<file path="config.mk">
export PLATFORM = sky130hd
export DESIGN_NAME = traffic_spawner
export DESIGN_NICKNAME = d
export VERILOG_FILES = /design/src/rtl/traffic_spawner.sv
export SDC_FILE = /design/constraint.sdc
export NUM_CORES = 1
export LEC_CHECK = 0
export ABC_CLOCK_PERIOD_IN_PS = 1900
export CORE_MARGIN = 5
export CORE_UTILIZATION = 54
export DETAILED_ROUTE_END_ITERATION = 7
export PLACE_DENSITY = 0.82
export SYNTH_ARGS = -nofsm -noshare
export SYNTH_HDL_FRONTEND = slang
export SYNTH_SLANG_ARGS = --single-unit
export TNS_END_PERCENT = 5
</file>
<file path="constraint.sdc">
create_clock -name clock -period 1.9 [get_ports clock]
set_clock_uncertainty 0.1 [all_clocks]
set_input_delay 0.19 -clock clock [delete_from_list [all_inputs] [get_ports clock]]
set_output_delay 0.19 -clock clock [all_outputs]
set_load 0.01 [all_outputs]
</file>
<file path="src/rtl/traffic_spawner.sv">
// Pseudo-random car/no-car generator for a Traffic row: LFSR draws shaped by a run/gap FSM.
// Optional saturating carCount output is compiled in when TRAFFIC_SPAWN_COUNT_EN is defined.
module traffic_spawner #(
  parameter logic [15:0] SEED    = 16'hACE1,
  parameter int unsigned DIVIDE  = 8,
  parameter int unsigned MAX_RUN = 3,
  parameter int unsigned MIN_GAP = 2
) (
  input  logic       clock,
  input  logic       reset,
  input  logic       enable,
  input  logic [1:0] density,
  output logic       randomNumber,
  output logic       step
`ifdef TRAFFIC_SPAWN_COUNT_EN
  ,
  output logic [7:0] carCount
`endif
);

  // An all-zero seed would lock the LFSR, so it falls back to the default pattern.
  localparam logic [15:0] SEED_EFF  = (SEED == 16'd0) ? 16'hACE1 : SEED;
  localparam logic [15:0] DIV_LAST  = 16'(DIVIDE - 1);
  localparam logic [3:0]  MAX_RUN_C = 4'(MAX_RUN);
  localparam logic [3:0]  MIN_GAP_C = 4'(MIN_GAP);

  typedef enum logic [1:0] {FREE, CAR, GAP} state_t;

  state_t      state_q, state_d;
  logic [3:0]  run_q, run_d;
  logic [3:0]  gap_q, gap_d;
  logic        rn_d;
  logic [15:0] lfsr;
  logic [15:0] div_cnt;
  logic [3:0]  threshold;
  logic        candidate;
  logic        feedback;
  logic        step_edge;

  assign step_edge = enable && (div_cnt == DIV_LAST);
  assign feedback  = lfsr[15] ^ lfsr[13] ^ lfsr[12] ^ lfsr[10];
  assign candidate = (lfsr[3:0] < threshold);

  always_comb begin
    threshold = 4'd15;
    case (density)
      2'd0:    threshold = 4'd4;
      2'd1:    threshold = 4'd8;
      2'd2:    threshold = 4'd12;
      default: threshold = 4'd15;
    endcase
  end

  // NOTE: every output of this block gets a default first so no path leaves it unassigned (no latches).
  always_comb begin
    state_d = state_q;
    run_d   = run_q;
    gap_d   = gap_q;
    rn_d    = randomNumber;
    if (step_edge) begin
      case (state_q)
        FREE: begin
          rn_d = candidate;
          if (candidate) begin
            state_d = CAR;
            run_d   = 4'd1;
          end
        end
        CAR: begin
          if (candidate && (run_q < MAX_RUN_C)) begin
            rn_d  = 1'b1;
            run_d = run_q + 4'd1;
          end else begin
            rn_d    = 1'b0;
            gap_d   = 4'd1;
            state_d = (MIN_GAP_C == 4'd1) ? FREE : GAP;
          end
        end
        GAP: begin
          rn_d  = 1'b0;
          gap_d = gap_q + 4'd1;
          if ((gap_q + 4'd1) == MIN_GAP_C) state_d = FREE;
        end
        default: state_d = FREE;
      endcase
    end
  end

  // NOTE: registers use non-blocking assignments so every flop samples pre-edge values.
  always_ff @(posedge clock) begin
    if (reset) begin
      state_q      <= FREE;
      run_q        <= 4'd0;
      gap_q        <= 4'd0;
      randomNumber <= 1'b0;
    end else begin
      state_q      <= state_d;
      run_q        <= run_d;
      gap_q        <= gap_d;
      randomNumber <= rn_d;
    end
  end

  // Divider and LFSR both hold while enable is low, so cadence resumes where it froze.
  always_ff @(posedge clock) begin
    if (reset) begin
      div_cnt <= 16'd0;
      lfsr    <= SEED_EFF;
      step    <= 1'b0;
    end else begin
      step <= step_edge;
      if (step_edge) begin
        div_cnt <= 16'd0;
        lfsr    <= {lfsr[14:0], feedback};
      end else if (enable) begin
        div_cnt <= div_cnt + 16'd1;
      end
    end
  end

`ifdef TRAFFIC_SPAWN_COUNT_EN
  logic run_start;
  assign run_start = step_edge && (state_q == FREE) && candidate;

  always_ff @(posedge clock) begin
    if (reset) begin
      carCount <= 8'd0;
    end else if (run_start && (carCount != 8'hFF)) begin
      carCount <= carCount + 8'd1;
    end
  end
`endif

endmodule

</file>
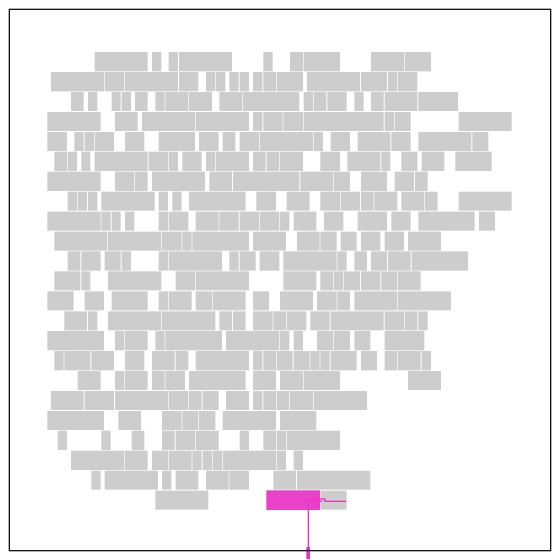
Run 1: wires at chosen ports, followed through buffers
[step] magenta | bits: 1 | direction: output | edge: bottom | end cells: 1 | wire: 13.2 um

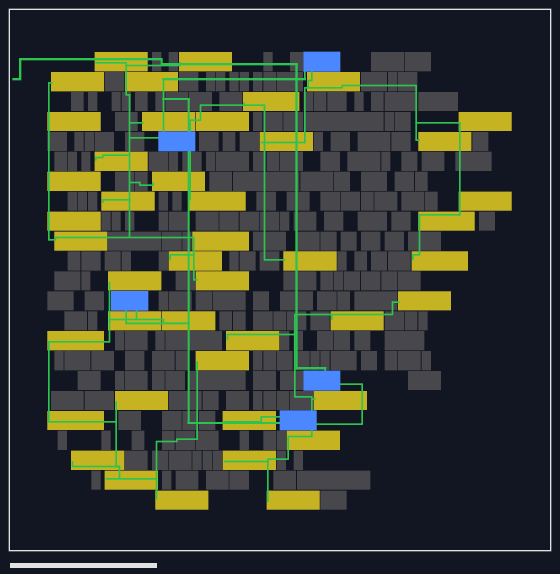
Run 1: clock wires, drivers and flops
The bar under the picture is 20 um long.
[clock-net drivers] blue | count: 5
[flip-flops] yellow | count: 44
[clock wires] green | length: 626 um
routed clock nets: 6
flops lie: spread over the die
Latency at later pin: 0.31 ns
Clk. pwr: 756 uW
Clk pwr share: 43.1%

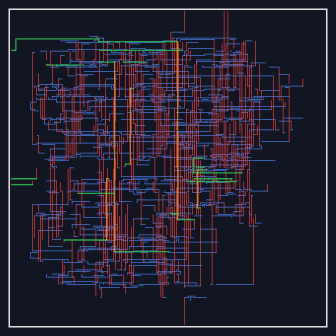
Run 1: signal wires by layer
[M1] blue | wire length: 2070 um
[M4] orange | wire length: 127 um
[M3] green | wire length: 170 um
[M2] red | wire length: 2420 um

==> deck_impl_summary.md, run 1 <==
Run Summary

Cells and area
  • Non-clk buf share: 12.1%
  • Inverters: 6
  • # fillers: 303
  • Layout cells sized above 1: 25.5%
  • Fraction of area in registers: 32.9%
  • Area growth syn-to-layout: 23.5%
  • CLK BUF: 5
  • Clock network area share: 4.25%
  • Biggest regs: div_cnt (16), lfsr (16)
  • Dominant logic cell types in the final layout: dfxtp_1, nand2_1, buf_4, nor2_1, a21oi_1
  • Fin area: 2710 um^2
  • Comb area share: 47.6%
  • Buffers, non-clock: 40
  • Ant diodes: 0
  • MI comb area: 1290 um^2
  • Largest class: multi-input combinational cells
  • Registers: 44
  • Comb gates: 188
  • Reg area: 890 um^2
  • Dominant logic cell type in the layout: dfxtp_1

Critical path
  • Cell mode on critical path: buf_4
  • CP Cell Sequence: buf_4 -> buf_4 -> ha_1 -> buf_4 -> a2111oi_4 -> nand4_1 -> a21oi_2
  • Crit path arrival time: 2.07 ns
  • Critical Path Sink Type: flip-flop
  • Worst setup SP type: flip-flop
  • Delay-heaviest family, CP: AND-OR/OR-AND gates
  • Crit path launch: state_q[1]$_SDFFE_PP0P_
  • Crit path max fanout: 7
  • Crit path depth: 7
  • Reg-to-Reg Start: state_q[1]$_SDFFE_PP0P_
  • CP max stage delay: 0.40 ns
  • Required @ worst endpoint: 2.05 ns
  • RR Endpoint: state_q[0]$_SDFFE_PP0P_
  • CP bufs+invs: 3
  • R2R depth: 7
  • Flop2flop setup slack: -0.02 ns

Route
  • Wirelength, routed: 4.79 mm
  • Met3 WL: 170 um
  • Top Metal Used: met4
  • WL met2: 2.42 mm
  • Vias per inst: 5.51

Synthesis
  • Number of enable flip-flop cells: 0
  • Top post-synthesis cells by count: dfxtp_1, nand2_1, nor2_1
  • Area leader, netlist: dfxtp_1
  • Flops after synth: 44
  • Mux area share: 0.914%
  • Count leader, synth: dfxtp_1
  • Aoi share: 11.4%
  • Synthesis area per yosys: 2190 um^2
  • Cells in synth_stat.txt: 248
  • Seq share, synth: 40.2%
  • Area contributors post-synth: dfxtp_1, ha_1, nand2_1
  • Yosys warning total: 0
  • Top cell area share: 40.2%
  • Syn_nets: 265
  • Syn Std Cell Area: 2190 um^2
  • Avg Synthesized Cell Area: 8.83 um^2
  • Yosys xor share: 7.60%

Hold path
  • Hold Path Class: input pin to flip-flop
  • Min-Delay Endpoint: div_cnt[2]$_SDFFE_PP0P_
  • Hold Crit Depth: 2
  • HP Start: reset

STA
  • Slew Limit Fails: 0
  • RSZ-0062 raised after global routing: yes
  • Worst-margin pin slew: 0.385 ns
  • Final setup violation count: 2
  • Setup_tns: -0.0253 ns
  • Hold Vio Cnt, Final: 0
  • Worst hold margin: 0.352 ns
  • Max frequency: 520 MHz
  • PnR worst setup slack: -0.0213 ns
  • Final min period: 1.92 ns
  • Cycle use final: 101%

Clock network
  • Clock transition at path regs: 0.09 ns
  • Clk root buf: clkbuf_8
  • CTS hold repair buffers: 0
  • H-tree Lvls: 2
  • Post-CTS Setup Bufs: 0
  • CTS tree: yes
  • Clock Sinks: 44

Pwr
  • Main power group: registers
  • P_comb: 67.4 uW
  • Static Leak: 0.00106 uW
  • Combinational share of power: 3.8%
  • Total power: 1750 uW

Global routing
  • Total GRT Usage: 18.3%
  • Number of global-route vias before repair: 1800
  • GRT overflow: 0
  • Grt peak-use layer: met2

Floorplan
  • Init Core Util: 55.2%
  • Core area: 3970 um^2
  • # IOs: 7
  • Chip area: 5430 um^2
  • Tap cells: 50

Run status
  • Status: complete, but fails checks
  • Failing checks: negative setup slack

Job
  • OpenROAD warning count: 33
  • Max-Cap Viols: 0

Placed design
  • Dpl hpwl: 3.06 mm
  • Pre-CTS WS: -0.331 ns
  • DP Area: 2510 um^2
==> inputs of run 2 (changes only) <==
CTS_CLUSTER_DIAMETER = 80   (was not set)
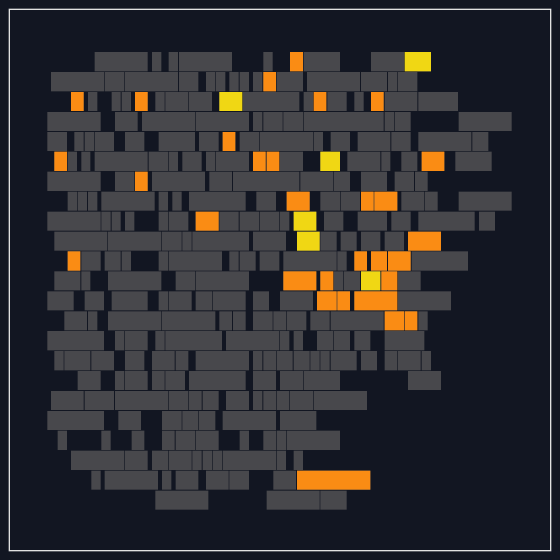
Run 2: gate-type map
[aoi and oai cells] orange | cells: 30 | most used: a21oi_1
[non-inverting ao/oa cells] yellow | cells: 6

==> deck_impl_summary.md, run 2 <==
Run Summary

Cells and area
  • Biggest regs: div_cnt (16), lfsr (16)
  • Buffers, non-clock: 40
  • # fillers: 303
  • Area growth syn-to-layout: 23.5%
  • Inverters: 6
  • Comb gates: 188
  • Largest class: multi-input combinational cells
  • Dominant logic cell types in the final layout: dfxtp_1, nand2_1, buf_4, nor2_1, a21oi_1
  • Reg area: 890 um^2
  • Ant diodes: 0
  • MI comb area: 1290 um^2
  • Non-clk buf share: 12.1%
  • Fin area: 2710 um^2
  • Registers: 44
  • Dominant logic cell type in the layout: dfxtp_1
  • CLK BUF: 5
  • Layout cells sized above 1: 25.5%
  • Fraction of area in registers: 32.9%

Critical path
  • Worst setup SP type: flip-flop
  • CP bufs+invs: 3
  • Required @ worst endpoint: 2.05 ns
  • Crit path max fanout: 7
  • Critical Path Sink Type: flip-flop
  • Crit path arrival time: 2.07 ns
  • Flop2flop setup slack: -0.02 ns
  • CP Cell Sequence: buf_4 -> buf_4 -> ha_1 -> buf_4 -> a2111oi_4 -> nand4_1 -> a21oi_2
  • Delay-heaviest family, CP: AND-OR/OR-AND gates
  • Reg-to-Reg Start: state_q[1]$_SDFFE_PP0P_
  • Crit path depth: 7
  • Crit path launch: state_q[1]$_SDFFE_PP0P_
  • CP max stage delay: 0.40 ns
  • R2R depth: 7

STA
  • Setup_tns: -0.0253 ns
  • Cycle use final: 101%
  • Worst hold margin: 0.352 ns
  • Hold Vio Cnt, Final: 0
  • PnR worst setup slack: -0.0213 ns
  • RSZ-0062 raised after global routing: yes
  • Final setup violation count: 2
  • Final min period: 1.92 ns
  • Slew Limit Fails: 0

Synthesis
  • Seq share, synth: 40.2%
  • Syn_nets: 265
  • Area contributors post-synth: dfxtp_1, ha_1, nand2_1
  • Syn Std Cell Area: 2190 um^2
  • Cells in synth_stat.txt: 248
  • Yosys warning total: 0
  • Top cell area share: 40.2%
  • Synthesis area per yosys: 2190 um^2
  • Top post-synthesis cells by count: dfxtp_1, nand2_1, nor2_1
  • Area leader, netlist: dfxtp_1
  • Flops after synth: 44
  • Mux area share: 0.914%
  • Aoi share: 11.4%

Job
  • OpenROAD warning count: 33
  • Max-Cap Viols: 0

Pwr
  • Combinational share of power: 3.8%
  • Static Leak: 0.00106 uW
  • Total power: 1750 uW
  • Main power group: registers
  • Clk pwr share: 43.1%

Clock network
  • Post-CTS Setup Bufs: 0
  • Clock transition at path regs: 0.09 ns
  • CTS tree: yes
  • H-tree Lvls: 2
  • Latency at later pin: 0.31 ns
  • CTS hold repair buffers: 0

Global routing
  • Total GRT Usage: 18.3%

Placed design
  • Pre-CTS WS: -0.331 ns

Route
  • Met3 WL: 170 um
  • Top Metal Used: met4
  • Vias per inst: 5.51

Hold path
  • Hold Path Class: input pin to flip-flop
  • Hold Crit Depth: 2

Floorplan
  • Init Core Util: 55.2%
  • Core area: 3970 um^2
  • # IOs: 7

Run status
  • Status: complete, but fails checks
  • Failing checks: negative setup slack
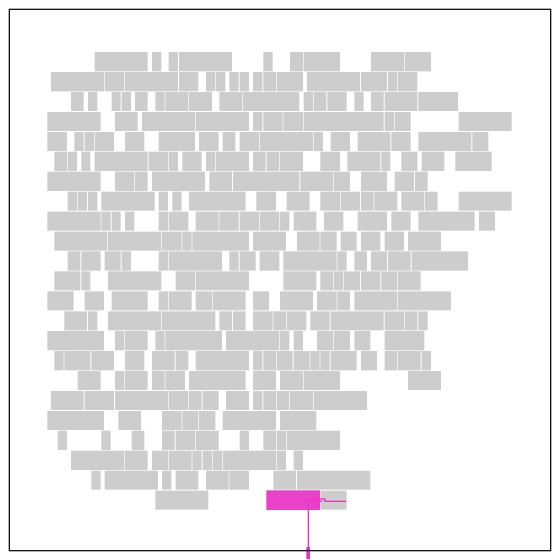
Run 2: wires at chosen ports, followed through buffers
[step] magenta | bits: 1 | direction: output | edge: bottom | end cells: 1 | wire: 13.2 um

Power is estimated from default activity; no workload was simulated.
